`src/rtl/logic_unit_pkg.sv`:
```
// Shared opcode encodings, widths and FSM state type for the arbitrated logic unit.
package logic_unit_pkg;

    localparam int OP_W      = 3;
    localparam int DEFAULT_W = 8;

    typedef enum logic [OP_W-1:0] {
        OP_AND     = 3'd0,
        OP_OR      = 3'd1,
        OP_NOT     = 3'd2,
        OP_NAND    = 3'd3,
        OP_NOR     = 3'd4,
        OP_XOR     = 3'd5,
        OP_XNOR    = 3'd6,
        OP_ILLEGAL = 3'd7
    } op_e;

    typedef enum logic {
        ST_EMPTY = 1'b0,
        ST_FULL  = 1'b1
    } state_e;

endpackage

```
`src/rtl/logic_unit.sv`:
```
// Purely combinational bitwise logic unit; opcode 7 yields zero data with err set.
module logic_unit
    import logic_unit_pkg::*;
#(
    parameter int W = DEFAULT_W
) (
    input  logic [OP_W-1:0] op,
    input  logic [W-1:0]    a,
    input  logic [W-1:0]    b,
    output logic [W-1:0]    data,
    output logic            err
);

    always_comb begin
        data = '0;
        err  = 1'b0;
        case (op)
            OP_AND:  data = a & b;
            OP_OR:   data = a | b;
            OP_NOT:  data = ~a;
            OP_NAND: data = ~(a & b);
            OP_NOR:  data = ~(a | b);
            OP_XOR:  data = a ^ b;
            OP_XNOR: data = ~(a ^ b);
            default: err  = 1'b1;
        endcase
    end

endmodule

```
`src/rtl/logic_unit_arbiter.sv`:
```
// Round-robin arbiter feeding one shared logic unit into a single-entry result register.
module logic_unit_arbiter
    import logic_unit_pkg::*;
#(
    parameter int NREQ = 4,
    parameter int W    = DEFAULT_W
) (
    input  logic                     clk,
    input  logic                     rst_n,
    input  logic [NREQ-1:0]          req_valid,
    output logic [NREQ-1:0]          req_ready,
    input  logic [OP_W*NREQ-1:0]     req_op,
    input  logic [W*NREQ-1:0]        req_a,
    input  logic [W*NREQ-1:0]        req_b,
    output logic                     res_valid,
    input  logic                     res_ready,
    output logic [W-1:0]             res_data,
    output logic [$clog2(NREQ)-1:0]  res_id,
    output logic                     res_err,
    output logic [15:0]              op_count
);

    localparam int IDW = $clog2(NREQ);

    state_e           r_state;
    logic [W-1:0]     r_data;
    logic [IDW-1:0]   r_id;
    logic             r_err;
    logic [15:0]      r_count;
    logic [IDW-1:0]   r_last_grant;

    logic             w_slot_free;
    logic             w_found;
    logic [IDW-1:0]   w_sel;
    logic [NREQ-1:0]  w_grant;
    logic             w_accept;
    logic [OP_W-1:0]  w_op;
    logic [W-1:0]     w_a;
    logic [W-1:0]     w_b;
    logic [W-1:0]     w_lu_data;
    logic             w_lu_err;

    // Reset gating keeps req_ready low while rst_n is held, even though the FSM reads EMPTY.
    assign w_slot_free = rst_n && ((r_state == ST_EMPTY) || res_ready);

    always_comb begin
        w_found = 1'b0;
        w_sel   = '0;
        w_grant = '0;
        for (int k = 1; k <= NREQ; k++) begin
            if (!w_found && req_valid[(int'(r_last_grant) + k) % NREQ]) begin
                w_found = 1'b1;
                w_sel   = IDW'((int'(r_last_grant) + k) % NREQ);
            end
        end
        if (w_slot_free && w_found) begin
            w_grant[w_sel] = 1'b1;
        end
    end

    assign w_accept = |w_grant;
    assign w_op     = req_op[int'(w_sel)*OP_W +: OP_W];
    assign w_a      = req_a[int'(w_sel)*W +: W];
    assign w_b      = req_b[int'(w_sel)*W +: W];

    logic_unit #(.W(W)) u_logic_unit (
        .op   (w_op),
        .a    (w_a),
        .b    (w_b),
        .data (w_lu_data),
        .err  (w_lu_err)
    );

    // An accept always wins over a drain, which gives back-to-back results with no bubble.
    always_ff @(posedge clk or negedge rst_n) begin
        if (!rst_n) begin
            r_state      <= ST_EMPTY;
            r_data       <= '0;
            r_id         <= '0;
            r_err        <= 1'b0;
            r_count      <= '0;
            r_last_grant <= IDW'(NREQ - 1);
        end else if (w_accept) begin
            r_state      <= ST_FULL;
            r_data       <= w_lu_data;
            r_id         <= w_sel;
            r_err        <= w_lu_err;
            r_last_grant <= w_sel;
            if (r_count != 16'hFFFF) begin
                r_count <= r_count + 16'd1;
            end
        end else if ((r_state == ST_FULL) && res_ready) begin
            r_state <= ST_EMPTY;
        end
    end

    assign req_ready = w_grant;
    assign res_valid = (r_state == ST_FULL);
    assign res_data  = r_data;
    assign res_id    = r_id;
    assign res_err   = r_err;
    assign op_count  = r_count;

endmodule

```
`config.mk`:
```
export PLATFORM = sky130hd
export DESIGN_NAME = logic_unit_arbiter
export DESIGN_NICKNAME = d
export VERILOG_FILES = /design/src/rtl/logic_unit_pkg.sv /design/src/rtl/logic_unit.sv /design/src/rtl/logic_unit_arbiter.sv
export SDC_FILE = /design/constraint.sdc
export NUM_CORES = 1
export LEC_CHECK = 0
export CORE_MARGIN = 1.5
export CORE_UTILIZATION = 48
export DETAILED_ROUTE_END_ITERATION = 7
export PLACE_DENSITY = 0.88
export SLEW_MARGIN = 20
export SYNTH_ARGS = -nofsm -noshare
export SYNTH_HDL_FRONTEND = slang
export SYNTH_SLANG_ARGS = --single-unit
```
`constraint.sdc`:
```
create_clock -name clk -period 7 [get_ports clk]
set_input_delay 2.1 -clock clk [delete_from_list [all_inputs] [get_ports clk]]
set_output_delay 2.1 -clock clk [all_outputs]
set_load 0.1 [all_outputs]
```
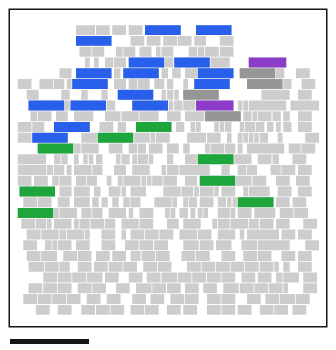
run_1/registers.png
Bar = 20 µm.
| netlist name | color | sequential cells |
|---|---|---|
| op_count | blue | 16 |
| r_last_grant | purple | 2 |
| res_data | green | 8 |

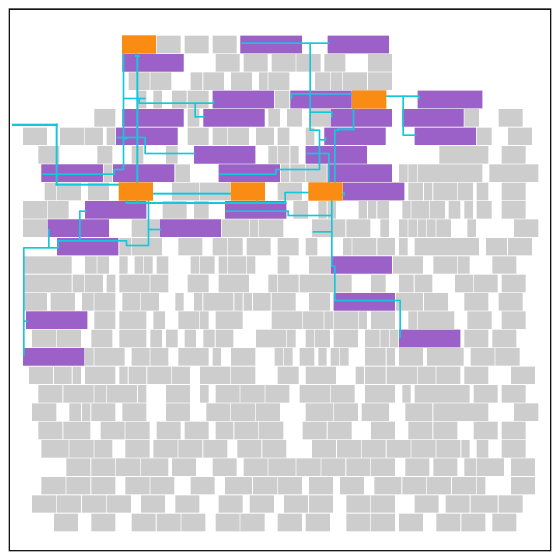
run_1/clock_map.png
[flip-flops] purple | count: 30
[clock wires] cyan | length: 386 µm
[cells driving clock nets] orange | count: 5
routed clock nets: 6

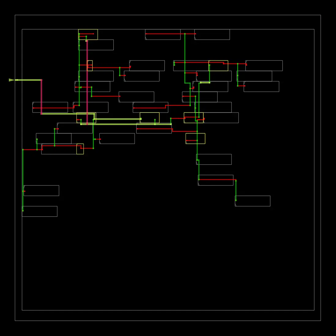
run_1/final_clocks.png
Clk power: 0.000141 W
number of sinks driven by the clock tree: 30
number of CTS-inserted buffers: 5

==> out/summary.rpt, run 1 <==
DETAILED ROUTING
---------------------------------------------------------------------------
Pre-antenna DRT Iters                                                     4
Post-detailed-route via-to-cell ratio                                  5.71
Total met2 wirelength after detailed routing                        3.96 mm
Top routing layer used                                                 met4
Violation count after the first detailed-routing iteration              165
DRC errors left                                                           0
Total routed wirelength                                             7.84 mm

GLOBAL ROUTE
---------------------------------------------------------------------------
Global-route usage over all layers                                    0.259
Met1 Track Usage GR                                                   0.327
Total congestion overflow                                                 0
Met3 track demand over resource in global routing                    0.0423
Via count of the first global-routing pass                            2,788

CLOCKING
---------------------------------------------------------------------------
Clk ins delay skew pair                                             0.28 ns
Number of levels in the clock H-tree                                      2
Post-CTS setup repair buffer count                                        0

PWR
---------------------------------------------------------------------------
Leakage power                                                       1.80 nW
Power of the combinational group                                 0.000969 W
Combinational share of power                                          0.705
Power share of the clock group                                        0.102
Internal power summed over all cells                             0.000628 W
Sum of internal, switching and leakage power                      0.00137 W
Sequential share of power                                             0.192

LAYOUT
---------------------------------------------------------------------------
Storage cell area                                                   753 µm²
Signal buffers share of area                                          0.295
Share of the final layout cell area in multi-input gates              0.462
Final-stage net count                                                   512
Flip-flop count of the largest register after layout                     16
Logic cell area                                                    1920 µm²

CRITICAL PATH
---------------------------------------------------------------------------
Critical Path Source Type                                      primary input
Critical Path, Cell by Cell                                    clkdlybuf4s50_1, nor2b_1, o21ai_1, a311oi_4, buf_4, nor3_2, buf_12
Critical Path Slowest Stage Cell                               clkdlybuf4s50_1
Worst path depth                                                          7
Slack of the worst reg-to-reg path                                  3.62 ns
Cell family contributing the most delay on the critical path   buffers and inverters
Worst flop-to-flop path startpoint                             r_last_grant[1]
CP required                                                         4.90 ns

FLOORPLAN
---------------------------------------------------------------------------
Initial cell density of the core                                      0.506
Area of the die                                                    6380 µm²
I/O pin count                                                           115
Horiz. Die Dim                                                      79.9 µm
Placement Rows                                                           27
Die outline height                                                  79.9 µm

TIMING
---------------------------------------------------------------------------
RSZ-0062 raised after global routing                                     no
Worst Hold Slack                                                   0.493 ns
Setup_tns                                                              0 ns

SYNTHESIS
---------------------------------------------------------------------------
Simple logic cell fraction of the synthesized area                    0.134
Net count after synthesis                                               403
Number of cells produced by synthesis                                   303
Number of library cell types mapped by synthesis                         46
Cell with the most instances after synthesis                        mux2i_1
Synth Cell Area                                                    2840 µm²
Most frequent cells after synthesis                            mux2i_1 (46), dfrtp_1 (28), nand2_1 (28)

PLACEMENT
---------------------------------------------------------------------------
Number of buffers added on ports                                        114
Routability congestion estimate                                       0.900

RUN STATUS
---------------------------------------------------------------------------
Run status                                                     finished clean

HOLD PATH
---------------------------------------------------------------------------
Number of stages on the worst hold path                                   1
Hold Crit Class                                                flip-flop to flip-flop

==> inputs of run 2 (changes only) <==
--- a/config.mk
+++ b/config.mk
@@ -5,10 +5,13 @@
 export SDC_FILE = /design/constraint.sdc
 export NUM_CORES = 1
 export LEC_CHECK = 0
+export CAP_MARGIN = 20
+export CORE_ASPECT_RATIO = 1.1
 export CORE_MARGIN = 1.5
-export CORE_UTILIZATION = 48
+export CORE_UTILIZATION = 49
+export CTS_BUF_LIST = sky130_fd_sc_hd__clkbuf_2
 export DETAILED_ROUTE_END_ITERATION = 7
-export PLACE_DENSITY = 0.88
+export PLACE_DENSITY = 0.89
 export SLEW_MARGIN = 20
 export SYNTH_ARGS = -nofsm -noshare
 export SYNTH_HDL_FRONTEND = slang
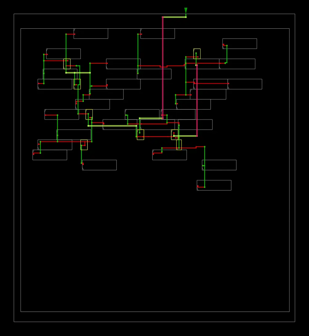
run_2/final_clocks.png
total of clock buffers placed in the layout: 6
flip-flops: 30
Clock Skew: 0.0136 ns
clk ins delay skew pair: 0.35 ns

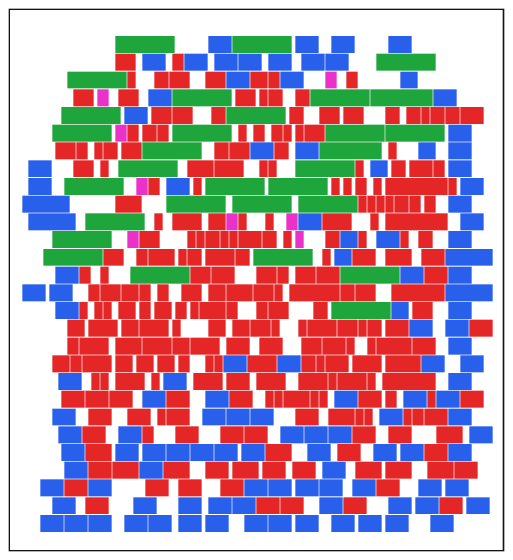
run_2/cell_classes.png
| class | color | cells |
|---|---|---|
| flip-flops | green | 30 |
| clock drivers and dummy loads | magenta | 8 |
| other buffers and delay cells | blue | 120 |
| all other logic | red | 255 |
Core Box Area: 5500 µm²
fraction of area in registers: 0.184
Placement Rows: 28
final core utilization: 0.746

==> out/summary.rpt, run 2 <==
GLOBAL ROUTE
---------------------------------------------------------------------------
Total congestion overflow                                                 0
Met3 track demand over resource in global routing                    0.0413
Global-route usage over all layers                                    0.249
Met1 Track Usage GR                                                   0.297
Via count of the first global-routing pass                            2,652

LAYOUT
---------------------------------------------------------------------------
Flip-flop count of the largest register after layout                     16
Share of the final layout cell area in multi-input gates              0.467
Storage cell area                                                   753 µm²
Final-stage net count                                                   512
Signal buffers share of area                                          0.299

PWR
---------------------------------------------------------------------------
Combinational share of power                                          0.738
Sum of internal, switching and leakage power                      0.00131 W
Sequential share of power                                             0.199
Power of the combinational group                                 0.000965 W
Clk power                                                       0.0000828 W
Power share of the clock group                                        0.063

TIMING
---------------------------------------------------------------------------
Worst Hold Slack                                                   0.512 ns
RSZ-0062 raised after global routing                                     no

CRITICAL PATH
---------------------------------------------------------------------------
Critical Path, Cell by Cell                                    clkdlybuf4s50_1, nor2b_1, o21ai_1, a311oi_4, buf_4, nor3_2, buf_12
Worst path depth                                                          7
Slack of the worst reg-to-reg path                                  3.64 ns
Worst flop-to-flop path startpoint                             r_last_grant[1]
CP required                                                         4.90 ns
Critical Path Slowest Stage Cell                               clkdlybuf4s50_1
Cell family contributing the most delay on the critical path   buffers and inverters
Critical Path Source Type                                      primary input

RUN STATUS
---------------------------------------------------------------------------
Run status                                                     finished clean

SYNTHESIS
---------------------------------------------------------------------------
Number of library cell types mapped by synthesis                         46
Most frequent cells after synthesis                            mux2i_1 (46), dfrtp_1 (28), nand2_1 (28)
Number of cells produced by synthesis                                   303
Simple logic cell fraction of the synthesized area                    0.134

FLOORPLAN
---------------------------------------------------------------------------
I/O pin count                                                           115
Die outline height                                                  82.8 µm

DETAILED ROUTING
---------------------------------------------------------------------------
Violation count after the first detailed-routing iteration              166
Total routed wirelength                                             7.76 mm
Pre-antenna DRT Iters                                                     4
Total met2 wirelength after detailed routing                        4.11 mm
Post-detailed-route via-to-cell ratio                                  5.67

CLOCKING
---------------------------------------------------------------------------
Post-CTS setup repair buffer count                                        0
Number of CTS-inserted buffers                                            5

HOLD PATH
---------------------------------------------------------------------------
Number of stages on the worst hold path                                   1
Hold Crit Class                                                flip-flop to flip-flop

Power is estimated from default activity; no workload was simulated.
